--- config.mk ---
export PLATFORM = sky130hd
export DESIGN_NAME = gpc_fetch
export DESIGN_NICKNAME = d
export VERILOG_FILES = /design/src/rtl/gpc_fetch.sv
export SDC_FILE = /design/constraint.sdc
export NUM_CORES = 1
export LEC_CHECK = 0
export ABC_AREA = 1
export CORE_MARGIN = 3
export CORE_UTILIZATION = 36
export DETAILED_ROUTE_END_ITERATION = 6
export PLACE_DENSITY = 0.67
export REMOVE_ABC_BUFFERS = 1
export SLEW_MARGIN = 30
export SYNTH_ARGS = -nofsm -noshare
export SYNTH_HDL_FRONTEND = slang
export SYNTH_SLANG_ARGS = --single-unit
--- constraint.sdc ---
create_clock -name clk -period 10.3 [get_ports clk]
set_input_delay 2.06 -clock clk [delete_from_list [all_inputs] [get_ports clk]]
set_output_delay 2.06 -clock clk [all_outputs]
set_load 0.03 [all_outputs]
--- src/rtl/gpc_fetch.sv ---
// Instruction-fetch front end: one outstanding imem request, registered instruction to decode.
// Best case 3 cycles per instruction; decode backpressure holds inst/inst_pc/pc and stalls fetch.
module gpc_fetch #(
  parameter int              XLEN      = 32,
  parameter logic [XLEN-1:0] RESET_VEC = 'h80000000,
  parameter int              CNT_W     = 32
) (
  input  logic             clk,
  input  logic             rst,
  output logic             imem_req_valid,
  input  logic             imem_req_ready,
  output logic [XLEN-1:0]  imem_addr,
  input  logic             imem_rsp_valid,
  input  logic [31:0]      imem_rsp_data,
  output logic             inst_valid,
  input  logic             inst_ready,
  output logic [31:0]      inst,
  output logic [XLEN-1:0]  inst_pc,
  input  logic             redirect_valid,
  input  logic [XLEN-1:0]  redirect_pc,
  output logic [XLEN-1:0]  pc,
  output logic             ebreak,
  output logic [CNT_W-1:0] icount
);

  localparam logic [31:0] EBREAK_INST = 32'h00100073;

  typedef enum logic [2:0] {IDLE, REQ, WAIT, HOLD, DRAIN, HALT} state_t;

  state_t           state, state_nxt;
  logic [XLEN-1:0]  pc_nxt, inst_pc_nxt, redir_tgt;
  logic [31:0]      inst_nxt;
  logic [CNT_W-1:0] icount_nxt;

  assign redir_tgt      = {redirect_pc[XLEN-1:2], 2'b00};
  assign imem_req_valid = (state == REQ);
  assign imem_addr      = pc;
  assign inst_valid     = (state == HOLD);
  assign ebreak         = (state == HALT);

  always_comb begin
    state_nxt   = state;
    pc_nxt      = pc;
    inst_nxt    = inst;
    inst_pc_nxt = inst_pc;
    icount_nxt  = icount;

    case (state)
      IDLE:  state_nxt = REQ;
      REQ:   if (imem_req_ready) state_nxt = WAIT;
      WAIT: begin
        if (imem_rsp_valid) begin
          inst_nxt    = imem_rsp_data;
          inst_pc_nxt = pc;
          state_nxt   = HOLD;
        end
      end
      HOLD: begin
        if (inst_ready) begin
          pc_nxt     = pc + XLEN'(4);
          icount_nxt = icount + CNT_W'(1);
          state_nxt  = (inst == EBREAK_INST) ? HALT : REQ;
        end
      end
      DRAIN: if (imem_rsp_valid) state_nxt = REQ;
      HALT:  state_nxt = HALT;
      default: state_nxt = IDLE;
    endcase

    // Redirect overrides pc+4 and any capture; a completing decode handshake still counts.
    if (redirect_valid && state != HALT) begin
      pc_nxt = redir_tgt;
      case (state)
        REQ:  state_nxt = imem_req_ready ? DRAIN : REQ;
        WAIT: begin
          inst_nxt    = inst;
          inst_pc_nxt = inst_pc;
          state_nxt   = imem_rsp_valid ? REQ : DRAIN;
        end
        // A response landing alongside the redirect still retires the outstanding request.
        DRAIN:   state_nxt = imem_rsp_valid ? REQ : DRAIN;
        default: state_nxt = REQ;
      endcase
    end
  end

  always_ff @(posedge clk or posedge rst) begin
    if (rst) begin
      state   <= IDLE;
      pc      <= RESET_VEC;
      inst    <= '0;
      inst_pc <= '0;
      icount  <= '0;
    end else begin
      state   <= state_nxt;
      pc      <= pc_nxt;
      inst    <= inst_nxt;
      inst_pc <= inst_pc_nxt;
      icount  <= icount_nxt;
    end
  end

endmodule

Run 1, clock distribution:
Drawn at 4 px/um.
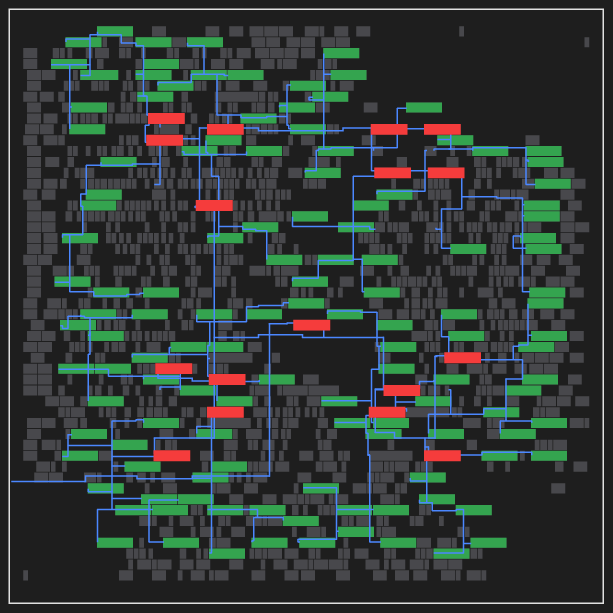
Red is cells driving clock nets, count 17. Blue is clock wires, length 1850 um. Green is flip-flops, count 127.
Position of the flops: spread over the die.

Run 1, met2 routing:
Drawn at 2 px/um. Cells faint in the background.
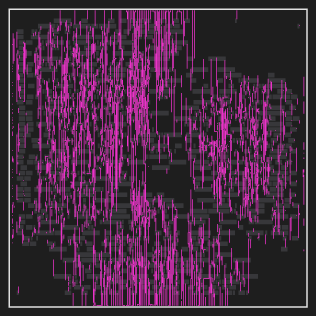
The layer carries 9940 um of wire. The wires run mostly vertical. 979 nets have wire on it. The layer holds 47% of the routed length. The longest straight run is 54.1 um.
met2 Usage GRT: 0.3234
total number of vias: 6868

Run 1, pin placement:
Drawn at 2 px/um. Pins as bars across the die edge, other pins in grey.
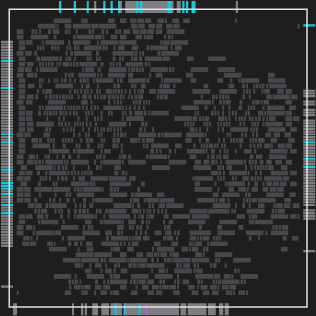
Purple is inst_ready, pins 1, direction input, edge south. Cyan is inst_pc, pins 32, direction output, edge 14 north, 11 west, 4 east, 3 south.
die height: 148.2 um
Die X-Extent: 148.2 um

-- run 1: through the flow --
stage	total power, uW	hold slack (ns)	setup WS, ns	utilization	cell area, um^2
6_report	3047	0.4678	5.912	0.5130	10080
4_1_cts	3078	0.4683	5.885	0.5130	10080
3_5_place_dp	2393	0.4610	5.451	0.4796	9427
2_1_floorplan	1721	0.6151	4.857	-	6818
5_1_grt	3237	0.5065	5.610	0.5130	10080
3_3_place_gp	2378	0.4575	5.470	0.4795	9424
-- run 1: worst max-delay path: stages --
cell and delay (ns):
clkdlybuf4s50_1 0.42, nand2_2 0.07, buf_4 0.50, nand4_4 0.76, buf_4 0.60, nor2_1 0.17
a21oi_1 0.05
-- run 1: per-layer routing --
layer  GRT usage  wire length (um)  part of all wire
met1      0.2564              9389              0.44
met5           0                13           0.00062
met4     0.04896               308             0.015
met3     0.05210              1479             0.070
met2      0.3234              9943              0.47
-- run 1: placed cells by master, fill, tap and decap left out, drive strengths merged --
cell,count
clkinv,5
nor3,6
conb,6
dfstp,1
clkbuf,19
nand4,14
a211oi,2
nand2,321
buf,4
clkinvlp,3
a21oi,7
o211ai,2
o22ai,3
nand3,57
or2,1
inv,132
o21ai,102
ha,2
nor2,131
xor2,13
xnor2,8
clkdlybuf4s50,224
nor3b,1
bufinv,5
a31oi,3
dfrtp,126
o31ai,2
nand3b,4
-- run 1: state kept, by name (all words and copies together) (netlist names) --
| signal | count |
|---|---|
| inst | 32 |
| state | 3 |
| icount | 32 |
| imem_addr | 30 |
| inst_pc | 30 |
-- run 1: cell families after synthesis --
family | synth area share
and+or+nand+nor | 0.3115
buffers and inverters | 0.1342
DFF | 0.4370
AOI/OAI and AO/OA | 0.08806
xor gates and xnor gates | 0.02528
adders and majority gates | 0.003439
other | 0.0005155
==> reports/results.tsv, run 1 <==
metric	value	unit
status	finished, final reports clean	
# hold bufs at CTS	0	
TritonCTS clock tree	built	
CP Capture Type	flop	
Seq area share	0.3153	
Netlist cell types	38	
Yosys top cell by area	dfrtp_1	
I/O Buffers	224	
registers	127	
Worst Setup Start Kind	input pin	
Seq. pwr	899	uW
Yosys warning count	0	
Hold Path End	icount[31]	
Top power group	combinational cells	
Final Slew Violations	0	
LEAKAGE	0.004672	uW
Mapped Avg Cell Area	7.260	um^2
placed cells	1437	
# DRC	0	
Final ANT Viol Nets	0	
Final #Nets	1263	
dominant kind of cell by area	flip-flops and latches	
GRT overflow	0	
Hold Crit Start	icount[31]	
Non-CTS inverters	132	
worst endpoint data arrival time	4.67	ns
Clock power frac	0.220	
io pins	233	
top cells by area, synth	dfrtp_1 (43%), nand2_1 (16%), inv_1 (6.6%), nor2_1 (6.2%), o21ai_1 (4.6%)	
Post-CTS Setup Inserts	0	
endpoints failing setup	0	
WL per Instance	14.39	um
Flop pwr share	0.295	
cells after synthesis	1002	
FF+latch area	0.003179	mm^2
clock buffers	19	
DPL Wire Length	15.76	mm
comb pwr	1480	uW
clk_lat worst skew	0.42	ns
WHS Path Cells	1	
maximum clock insertion buffer count	2	
non-filler cells, final	1469	
core area	0.01965	mm^2
post-cts sizing count	0	
CTS Sinks	127	
antenna cells	0	
critical path fanouts, max	66	
first-pass GRT wire length	34.37	mm
final hold vios	0	
largest net degree at the start of global routing	67	
count leader, synth	nand2_1	
tap cell count	265	
worst hold path class	flop to flop	
drt initial violations	441	
CP endpoint	inst[18]	
root buf cell	clkbuf_16	
logic gate share of total power	0.485	
final period utilization	0.4261	
worst slew pin tran	0.8004	ns
OpenROAD warnings	27	
Max H-tree Level	4	
GPL Wtd Cong	0.8824	
depth of the most critical reg-to-reg path	8	
Synth top cells by count	nand2_1 (319), inv_1 (128), dfrtp_1 (126)	
post-route clock skew	0.006499	ns
First-pass DRT Iterations	5	
cts bufs inserted	17	
Setup Crit Path Kind	input pin to flop	
fp_density	0.3701	
Clock buf/inv share	0.06503	
Pwr Density	302.2	mW/mm^2
reg-to-reg critical path startpoint	state[1]	
vias in the first global route	6620	
Synth Cell Area	0.007274	mm^2
#MultiIn Comb	685	
Worst slew margin	0.4654	
minimum clock period	4.388	ns
RSZ-0062 raised after global routing	no	
max cap viols	0	
Filler cells	1968	
DRT Wirelength	21.13	mm
Post-synth EDFFs	0	
Global Route Usage Sum	0.1954	
Logic area	0.003141	mm^2
CP Data Required Time	10.58	ns
yosys stat chip area	0.007274	mm^2
Area Growth Syn to Fin	38.60	%
Crit. Startpoint	redirect_valid	
clock slew at reported path FFs	0.06	ns
TNS Setup	0	ns
Post-synth regs	127	
layout cells sized above 1	0.05565	
max frequency	0.2279	GHz
initial antenna violation count	1	
register area share after synthesis	0.4370	
DR vias/cell	4.675	
==> run 1 -> run 2 <==
PLACE_DENSITY = 0.69   (was 0.67)
clock period = 4 ns   (was 10.3 ns; I/O delays follow)
==> reports/results.tsv, run 2 <==
metric	value	unit	change
# hold bufs at CTS	0		unchanged
TNS Setup	0	ns	unchanged
Pwr Density	786.2	mW/mm^2	was 302.2 mW/mm^2
Yosys top cell by area	dfrtp_1		unchanged
Setup Crit Path Kind	flop to output port		was input pin to flop
Synth Cell Area	0.007274	mm^2	unchanged
cells along the critical path	inv_2, nor3_2, clkdlybuf4s50_1		was clkdlybuf4s50_1, nand2_2, buf_4, nand4_4, buf_4, nor2_1, a21oi_1
Area Growth Syn to Fin	39.73	%	was 38.60%
max frequency	0.3568	GHz	
depth of the most critical reg-to-reg path	7		was 8
Peak supply drop	489.6	uV	was 201.0 uV
I/O Buffers	224		unchanged
worst hold path class	flop to flop		unchanged
status	finished, final reports clean		unchanged
Final ANT Viol Nets	0		unchanged
CP Capture Type	output port		was flop
top cells by area, synth	dfrtp_1 (43%), nand2_1 (16%), inv_1 (6.6%), nor2_1 (6.2%), o21ai_1 (4.6%)		unchanged
Die X-Extent	148.2	um	unchanged
vias in the first global route	6713		was 6620
LEAKAGE	0.004711	uW	was 0.004672 uW
Mapped Avg Cell Area	7.260	um^2	unchanged
endpoints failing setup	0		unchanged
reg-to-reg critical path startpoint	state[2]		was state[1]
critical path fanouts, max	5		was 66
worst endpoint data arrival time	2.00	ns	was 4.67 ns
DR vias/cell	4.709		was 4.675
largest net degree at the start of global routing	125		was 67
RSZ-0062 raised after global routing	no		unchanged
CP Data Required Time	3.20	ns	was 10.58 ns
minimum clock period	2.802	ns	
Top Registers	icount x32, inst x32		unchanged
Crit-path slowest cell	clkdlybuf4s50_1		was nand4_4
Global Route Usage Sum	0.1992		was 0.1954
Post-CTS Setup Inserts	0		unchanged
GRT overflow	0		unchanged
placed cell area	0.009464	mm^2	was 0.009427 mm^2
Crit path max-delay family	buffers and inverters		unchanged
Hold Crit Start	icount[31]		unchanged
Buf/Inv on CP	2		was 3
cells after synthesis	1002		unchanged
yosys stat chip area	0.007274	mm^2	unchanged
Final #Nets	1265		was 1263
worst setup margin	1.198	ns	was 5.912 ns
GPL Wtd Cong	0.8879		was 0.8824
top area contributor share	0.4334		unchanged
First-pass DRT Iterations	5		unchanged
max cap viols	0		unchanged
yosys simple share	0.3115		unchanged
CTS Sinks	127		unchanged
mux frac, synth	0		unchanged
# DRC	0		unchanged
Synth Area in Adders	0.003440		unchanged
worst stage delay on the critical path	0.77	ns	was 0.76 ns
Synth top cells by count	nand2_1 (319), inv_1 (128), dfrtp_1 (126)		unchanged
Max H-tree Level	4		unchanged
Worst slew margin	0.4277		was 0.4654
Yosys warning count	0		unchanged
io pins	233		unchanged
OpenROAD warnings	29		was 27
layout cells sized above 1	0.05638		was 0.05565
fp_density	0.3701		unchanged
Top cell excl fill/tap	nand2_1		unchanged
first-pass GRT wire length	34.89	mm	was 34.37 mm
maximum clock insertion buffer count	2		unchanged
register area share after synthesis	0.4370		unchanged
TritonCTS clock tree	built		unchanged
DPL Wire Length	16.07	mm	was 15.76 mm
Main logic family	simple AND/OR/NAND/NOR gates		unchanged
drt initial violations	409		was 441
WL per Instance	14.62	um	was 14.39 um
worst slew pin tran	0.8564	ns	was 0.8004 ns
Worst Setup Start Kind	flop		was input pin
clock slew at reported path FFs	0.05	ns	was 0.06 ns
non-filler cells, final	1471		was 1469
most numerous logic cells after layout	nand2_1 (319), clkdlybuf4s50_1 (224), inv_1 (127), dfrtp_1 (126), nor2_1 (121)		was nand2_1 (318), clkdlybuf4s50_1 (224), inv_1 (127), dfrtp_1 (126), nor2_1 (121)
post-cts sizing count	0		unchanged
worst slack, placed	0.9583	ns	was 5.451 ns
WHS Path Cells	1		unchanged
Post-synth EDFFs	0		unchanged
AO/OA Area Share	0.08806		unchanged
cts bufs inserted	17		unchanged
count leader, synth	nand2_1		unchanged
Post-synth regs	127		unchanged
initial antenna violation count	2		was 1
antenna cells	0		unchanged
placed cells	1439		was 1437
Async SR Flop Fraction	1.000		unchanged
die height	148.2	um	unchanged
final period utilization	0.7006		
final hold vios	0		unchanged
root buf cell	clkbuf_16		unchanged
Fin Hold WS	0.4675	ns	was 0.4678 ns
Final Total Pwr	7992	uW	was 3047 uW
XORs/XNORs by Area	0.02528		unchanged
Netlist cell types	38		unchanged
Final Slew Violations	0		unchanged
Hold Path End	icount[31]		unchanged
[run 2: cell count changes in the layout (fill, tap and decap cells not counted)]
cell,previous run,this run
clkinv_4,4,0
buf_12,0,2
bufinv_16,5,7
inv_6,0,2
clkinv_2,1,0
clkinvlp_4,3,4
nand2_1,318,319
nand2_2,3,2
[run 2: where the power goes]
group          switching, uW  total, uW  internal (uW)
registers                550       2310           1760
logic                   2350       3830           1480
clock network            593       1850           1250
total                   3490       7990           4500
[run 2: final cells by class]
type                    instances  area, um^2
clock buffers                  19       442.9
clock inverters                13       257.7
fillers                      1949        9489
inverters                     132       503.0
multi-input cells             685        3138
flip-flops and latches        127        3179
well taps                     265       331.6
repair buffers                230        2312
[run 2: worst max-delay path by stage]
stage                     cells after the start  slack (ns)        endpoint        from
final                                         3        1.20  imem_req_valid    state[0]
after global routing                          3        1.10  imem_req_valid    state[0]
after CTS                                     3        1.18  imem_req_valid    state[0]
after detailed placement                      7        0.96   imem_addr[14]  inst_ready
after global placement                        9        1.01   imem_addr[22]  inst_ready
after floorplan                               1       -0.18       icount[0]         rst
[run 2: kinds of logic (layout without fill, tap and decap cells)]
| group | after synthesis | after routing |
|---|---|---|
| AOI/OAI and AO/OA | 121 | 121 |
| xor gates and xnor gates | 21 | 21 |
| adders and majority gates | 2 | 2 |
| buffers and inverters | 195 | 394 |
| DFF | 127 | 127 |
| other | 1 | 6 |
| and+or+nand+nor | 535 | 535 |
[run 2: metal layers]
metal	vias to the layer above	wire length [um]	track usage
met5	-	24	0
met4	4	357	0.05312
met3	28	1641	0.06033
met2	228	10160	0.3254
met1	3205	9314	0.2589
li1	3462	-	-
Run 2, met2 routing:
Drawn at 2 px/um. Cells faint in the background.
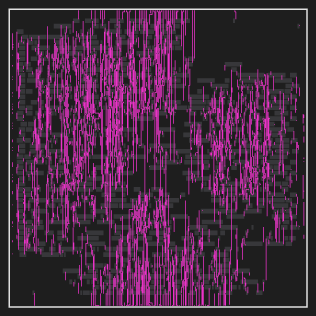
The wires run mostly vertical. The layer carries 10200 um of wire. The longest straight run is 48.6 um.
DRT Wirelength: 21.50 mm
met2 Usage GRT: 0.3254
total number of vias: 6927

Run 2, cell classes on the final placement:
Drawn at 2 px/um. Fill, decap, tap and diode cells in grey.
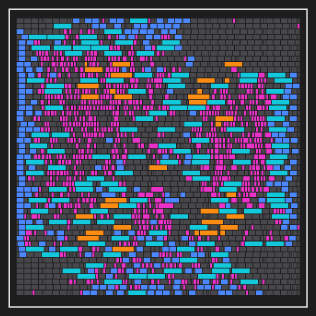
Blue is other buffers and delay cells, cells 230, share of their area 24%. Magenta is all other logic, cells 817, share of their area 37%. Cyan is flops, cells 127, share of their area 32%. Orange is clock drivers and dummy loads, cells 32, share of their area 7.1%.
Row Count: 51
core area: 0.01965 mm^2
post-layout util: 0.5172
Seq area share: 0.3128
post-route cell area: 0.01016 mm^2

Run 2, clock distribution:
Drawn at 4 px/um.
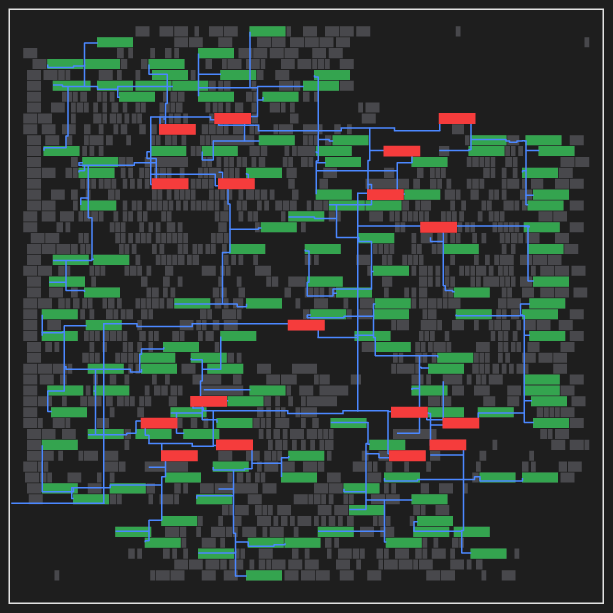
Red is cells driving clock nets, count 17. Green is flip-flops, count 127. Blue is clock wires, length 1840 um.
There are 18 routed clock nets. Position of the flops: spread over the die.
clk_lat worst skew: 0.41 ns
post-route clock skew: 0.009592 ns
Clock power frac: 0.231

==> run 2 -> run 3 <==
clock period = 2.4 ns   (was 4 ns; I/O delays follow)
==> reports/results.tsv, run 3 <==
metric	value	unit	change
status	finished, final reports clean		unchanged
post-layout util	0.5169		was 0.5172
Post-synth regs	127		unchanged
Clock buf/inv share	0.05887		was 0.06893
# DRC	0		unchanged
Row Count	51		unchanged
Logic area	0.003138	mm^2	unchanged
Yosys top cell by area	dfrtp_1		unchanged
vias in the first global route	6785		was 6713
most numerous logic cells after layout	nand2_1 (319), clkdlybuf4s50_1 (222), inv_1 (127), dfrtp_1 (126), nor2_1 (121)		was nand2_1 (319), clkdlybuf4s50_1 (224), inv_1 (127), dfrtp_1 (126), nor2_1 (121)
DR vias/cell	4.696		was 4.709
WL per Instance	14.40	um	was 14.62 um
die height	148.2	um	unchanged
Global Route Usage Sum	0.1984		was 0.1992
count leader, synth	nand2_1		unchanged
Setup Crit Path Kind	flop to output port		unchanged
Final ANT Viol Nets	0		unchanged
Area Growth Syn to Fin	39.66	%	was 39.73%
OpenROAD warnings	27		was 29
root buf cell	clkbuf_16		unchanged
CP Capture Type	output port		unchanged
Flop pwr share	0.300		was 0.289
Switching Share	0.4556		was 0.4371
TNS Setup	0	ns	unchanged
worst endpoint data arrival time	1.84	ns	was 2.00 ns
top area contributor share	0.4334		unchanged
antenna cells	0		unchanged
Peak supply drop	851.4	uV	was 489.6 uV
largest net degree at the start of global routing	42		was 125
chip area	0.02195	mm^2	unchanged
Async SR Flop Fraction	1.000		unchanged
Pwr Density	1267	mW/mm^2	was 786.2 mW/mm^2
post-route cell area	0.01016	mm^2	about the same
Top cell excl fill/tap	nand2_1		unchanged
Seq area share	0.3129		was 0.3128
Die X-Extent	148.2	um	unchanged
buffering overhead	0.2372		was 0.2275
Filler cells	1947		was 1949
Final Slew Violations	0		unchanged
critical path fanouts, max	5		unchanged
Final #Nets	1270		was 1265
cts bufs inserted	17		unchanged
number of non-clock buffers	235		was 230
Buf/Inv on CP	3		was 2
placed cells	1444		was 1439
maximum clock insertion buffer count	2		unchanged
worst setup margin	0.08283	ns	was 1.198 ns
max cap viols	0		unchanged
core area	0.01965	mm^2	unchanged
worst stage delay on the critical path	0.69	ns	was 0.77 ns
top cells by area, synth	dfrtp_1 (43%), nand2_1 (16%), inv_1 (6.6%), nor2_1 (6.2%), o21ai_1 (4.6%)		unchanged
Fin Hold WS	0.4416	ns	was 0.4675 ns
cells along the critical path	inv_2, nand3_2, inv_1, clkdlybuf4s50_1		was inv_2, nor3_2, clkdlybuf4s50_1
DPL Wire Length	16.30	mm	was 16.07 mm
Crit-path slowest cell	clkdlybuf4s50_1		unchanged
non-filler cells, final	1476		was 1471
Psw	5862	uW	was 3493 uW
LEAKAGE	0.004716	uW	was 0.004711 uW
worst slew pin tran	0.5057	ns	was 0.8564 ns
clk_lat worst skew	0.42	ns	was 0.41 ns
post-route clock skew	0.01066	ns	was 0.009592 ns
Worst slew margin	0.6622		was 0.4277
final period utilization	0.9655		
Max H-tree Level	4		unchanged
Comb area share	0.3089		was 0.3087
clock buffers	18		was 19
io pins	233		unchanged
Mapped Avg Cell Area	7.260	um^2	unchanged
#MultiIn Comb	685		unchanged
TritonCTS clock tree	built		unchanged
worst slack, placed	0.2770	ns	was 0.9583 ns
drt initial violations	407		was 409
ys cells	1002		unchanged
GRT overflow	0		unchanged
ys flop type	dfrtp_1		unchanged
endpoints failing setup	0		unchanged
# hold bufs at CTS	0		unchanged
FF+latch area	0.003179	mm^2	unchanged
logic gate share of total power	0.498		was 0.480
Netlist cell types	38		unchanged
Final Total Pwr	12870	uW	was 7992 uW
Synth Cell Area	0.007274	mm^2	unchanged
CP Data Required Time	1.92	ns	was 3.20 ns
Top Registers	icount x32, inst x32		unchanged
Non-CTS inverters	132		unchanged
minimum clock period	2.317	ns	
First-pass DRT Iterations	5		unchanged
layout cells sized above 1	0.06111		was 0.05638
clock slew at reported path FFs	0.06	ns	was 0.05 ns
max frequency	0.4316	GHz	
Internal Power	7005	uW	was 4498 uW
worst hold path class	input pin to asynchronous set/reset pin		was flop to flop
fp_density	0.3701		unchanged
Worst Setup Start Kind	flop		unchanged
RSZ-0062 raised after global routing	no		unchanged
Post-synth EDFFs	0		unchanged
dominant kind of cell by area	flip-flops and latches		unchanged
first-pass GRT wire length	34.82	mm	was 34.89 mm
I/O Buffers	224		unchanged
initial antenna violation count	1		was 2
tap cell count	265		unchanged
final hold vios	0		unchanged
Crit path max-delay family	buffers and inverters		unchanged
GPL Wtd Cong	0.8951		was 0.8879
Post-CTS Setup Inserts	0		unchanged
yosys stat chip area	0.007274	mm^2	unchanged
Synth top cells by count	nand2_1 (319), inv_1 (128), dfrtp_1 (126)		unchanged
Clock power frac	0.202		was 0.231
Yosys warning count	0		unchanged
post-cts sizing count	2		was 0
placed cell area	0.009564	mm^2	was 0.009464 mm^2
register area share after synthesis	0.4370		unchanged
cells after synthesis	1002		unchanged
-- run 3: cell types whose count changed in the layout (fill, tap and decap cells not counted) --
cell,previous run,this run
bufinv_16,7,2
dlygate4sd2_1,0,2
clkinv_4,0,3
buf_12,2,7
clkbuf_1,1,0
clkinvlp_4,4,5
inv_6,2,4
clkdlybuf4s50_1,224,222
-- run 3: path summary, 6_finish.rpt --
path / startpoint / endpoint / slack, ns / cells after the start
min reg2reg: icount[31] / icount[31] / 0.47 / 1
max: state[1] / ebreak / 0.08 / 4
min: rst / inst[27] / 0.44 / 2
max in group asynchronous: rst / state[0] / 1.37 / 3
max reg2reg: imem_addr[3] / imem_addr[22] / 0.50 / 10
min in group clk: icount[31] / icount[31] / 0.47 / 1
-- run 3: metal layers --
layer	vias to the layer above	share of wire	global-route usage	routed length [um]
met5	-	0.00061	0	13
met4	2	0.015	0.05127	327
met3	27	0.077	0.05393	1643
met2	254	0.47	0.3254	9961
met1	3176	0.44	0.2615	9302
li1	3473	-	-	-
-- run 3: power groups by stage --
| stage | Sequential (uW) | Clock, uW | Combinational (uW) |
|---|---|---|---|
| CTS | 3870 | 2670 | 6460 |
| floorplan | 5640 | 0 | 1750 |
| finish | 3860 | 2600 | 6400 |
| detailed placement | 3880 | 0 | 6450 |
| global placement | 3870 | 0 | 6390 |
| global route | 4000 | 2770 | 6910 |
-- run 3: kinds of logic (layout without fill, tap and decap cells) --
group / count (synthesis) / in the layout / share of synthesized area
AOI/OAI and AO/OA: 121 / 121 / 0.08806
xor gates and xnor gates: 21 / 21 / 0.02528
adders and majority gates: 2 / 2 / 0.003439
buffers and inverters: 195 / 399 / 0.1342
DFF: 127 / 127 / 0.4370
other: 1 / 6 / 0.0005155
and+or+nand+nor: 535 / 535 / 0.3115
Run 3, met2 routing:
Drawn at 2 px/um. Cells faint in the background.
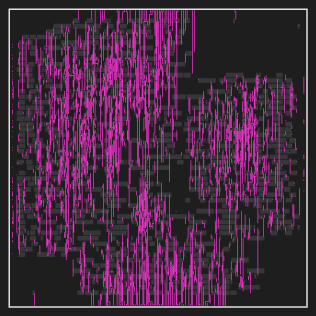
total number of vias: 6932
DRT Wirelength: 21.25 mm

Run 3, clock distribution:
Drawn at 4 px/um.
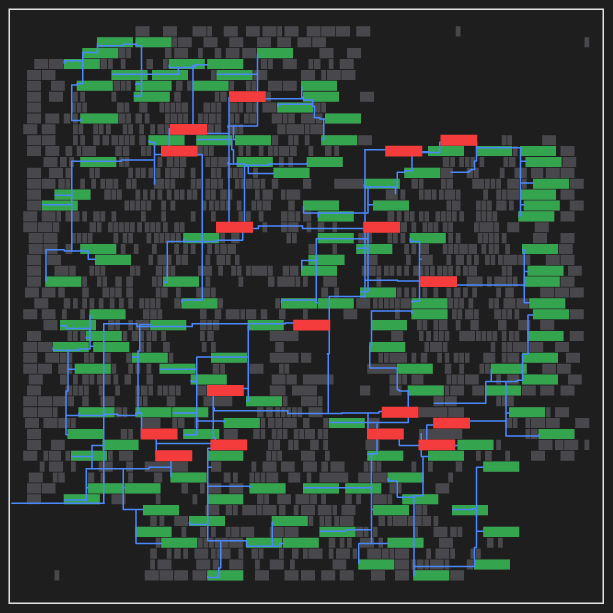
Red is cells driving clock nets, count 17. Blue is clock wires, length 1800 um. Green is flip-flops, count 127.
Position of the flops: spread over the die. There are 18 routed clock nets.

Run 3, the clock network:
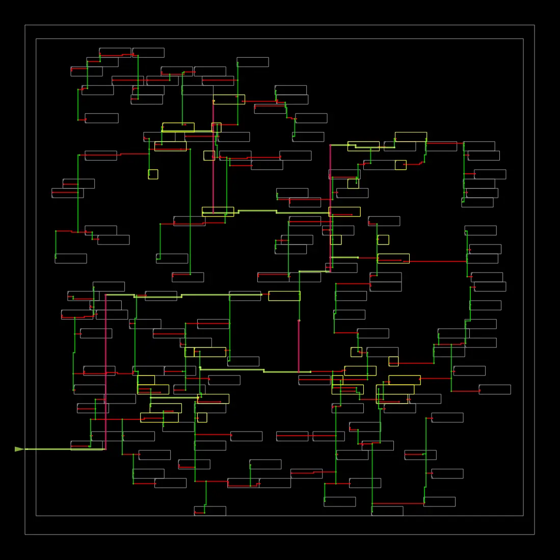
CTS Sinks: 127
registers: 127

No activity file was given, so power comes from the tool's default toggle rates.
